Design aes32_dsp_shiftrows_fb_ctl, sky130hd; sources not shown.
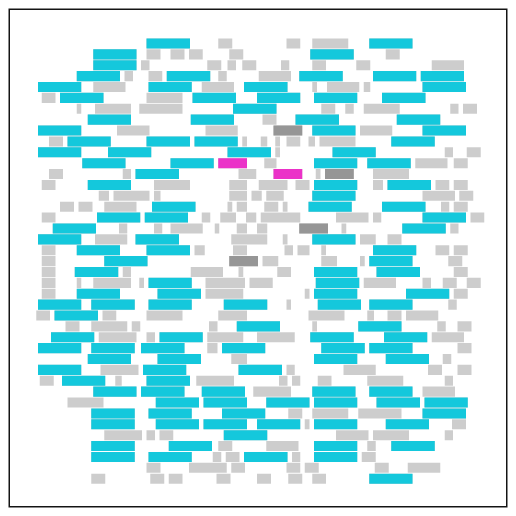
(register map, names as in the netlist)
Drawn at 4 px/um.
| colour | name in the netlist | sequential cells |
|---|---|---|
| cyan | col_q | 128 |
| magenta | cnt_q | 2 |
not coloured: 4
Register Area: 0.00396 mm^2
sequential share of cell area: 58.4%
Final Core Density: 53.5%
sequential logic power: 1.21 mW

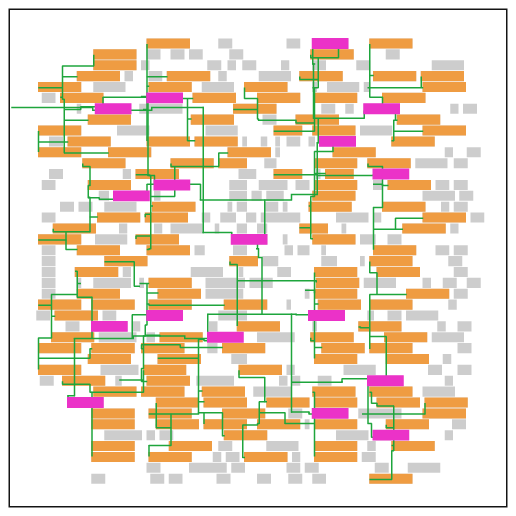
(clock wires, drivers and flops)
Drawn at 4 px/um.
[orange] flip-flops | count: 134
[magenta] clock drivers | count: 17
[green] clock wires | length: 1520 um
routed clock nets: 18
flops lie: spread over the die
Layout Skew: 0.00562 ns
Late-Pin Clk Latency: 0.41 ns
Clock Power: 1.08 mW
clock power share: 42.9%

==> qor.csv <==
stage;metric;value;unit
status;outcome;finished, final reports clean;
critical_path;worst endpoint required time;3.71;ns
global_route;initial antenna violation count;0;
job;max-cap violations;0;
power;Power Density;370;mW/mm^2
floorplan;Initial Utilization;41.0;%
synth;syn_nets;275;
layout;clock-cell share of area;8.06;%
critical_path;Crit path max-delay family;buffers and inverters;
layout;final net count;372;
min_path;Hold Crit Depth;2;
layout;Plain + repair buffers;88;
clock_network;H-tree levels;4;
detailed_routing;DR iter-0 viols;155;
power;Flop pwr share;48.1;%
critical_path;R2R depth;5;
synth;Mux cell area share;15.1;%
synth;ys cells;234;
sta;final worst setup slack;0.273;ns
place;DP Wirelength;6910;um
synth;area leader, netlist;edfxtp_1;
clock_network;post-cts hold buffer count;0;
detailed_routing;WL/cell;20.4;um
sta;final hold vios;0;
layout;largest cell class by area;sequential cells;
global_route;met3 Use GR;4.90;%
power;P_sw;0.517;mW
synth;cells after synthesis;234;
detailed_routing;WL final;10500;um
sta;fin crit period;5.03;ns
place;quantity of I/O buffers inserted on ports;71;
detailed_routing;via count;2554;
synth;Cell variety after synth;20;
synth;Post-synth seq share;76.3;%
synth;EDFF count, synth;128;
floorplan;die footprint;0.0154;mm^2
detailed_routing;DRT Pass-1 Iters;4;
layout;signal buffers share of area;12.9;%
detailed_routing;DR top layer;met4;
layout;most frequent cells in the layout;edfxtp_1 (128), clkdlybuf4s50_1 (71), and2_1 (33);
critical_path;critical path depth;8;
synth;Compound Share, Synth;0.169;%
global_route;vias in the first global route;2827;
layout;Comb gates;87;
layout;Filler Cell Count;1136;
global_route;gr busiest metal;met2;
global_route;met2 Resource Use GR;24.7;%
global_route;first-pass GRT wire length;16100;um
synth;synth warn;0;
power;Power, Total;2.51;mW
critical_path;crit end category;output port;
power;internal power;1.99;mW
clock_network;post-CTS setup buffers;0;
floorplan;row count;41;
global_route;GR Util met1;18.7;%
power;Top pwr grp;registers;
layout;logic area;0.00117;mm^2
critical_path;startpoint types;register;
sta;period utilization;94.8;%
detailed_routing;via/cell ratio;4.95;
layout;combinational fraction of the cell area;17.2;%
floorplan;die outline width;124;um
power;Switching Share;20.6;%
place;GP Congestion;0.668;
layout;Largest register FFs;128;
layout;fin cells;516;
critical_path;Reg2Reg Setup Slack;3.09;ns
critical_path;crit path max fanout;10;
sta;Max Transition Viols Final;0;
place;placed cell area;0.00624;mm^2
synth;FFs w/ async S/R, synth;0;%
Power and IR drop assume default switching activity.
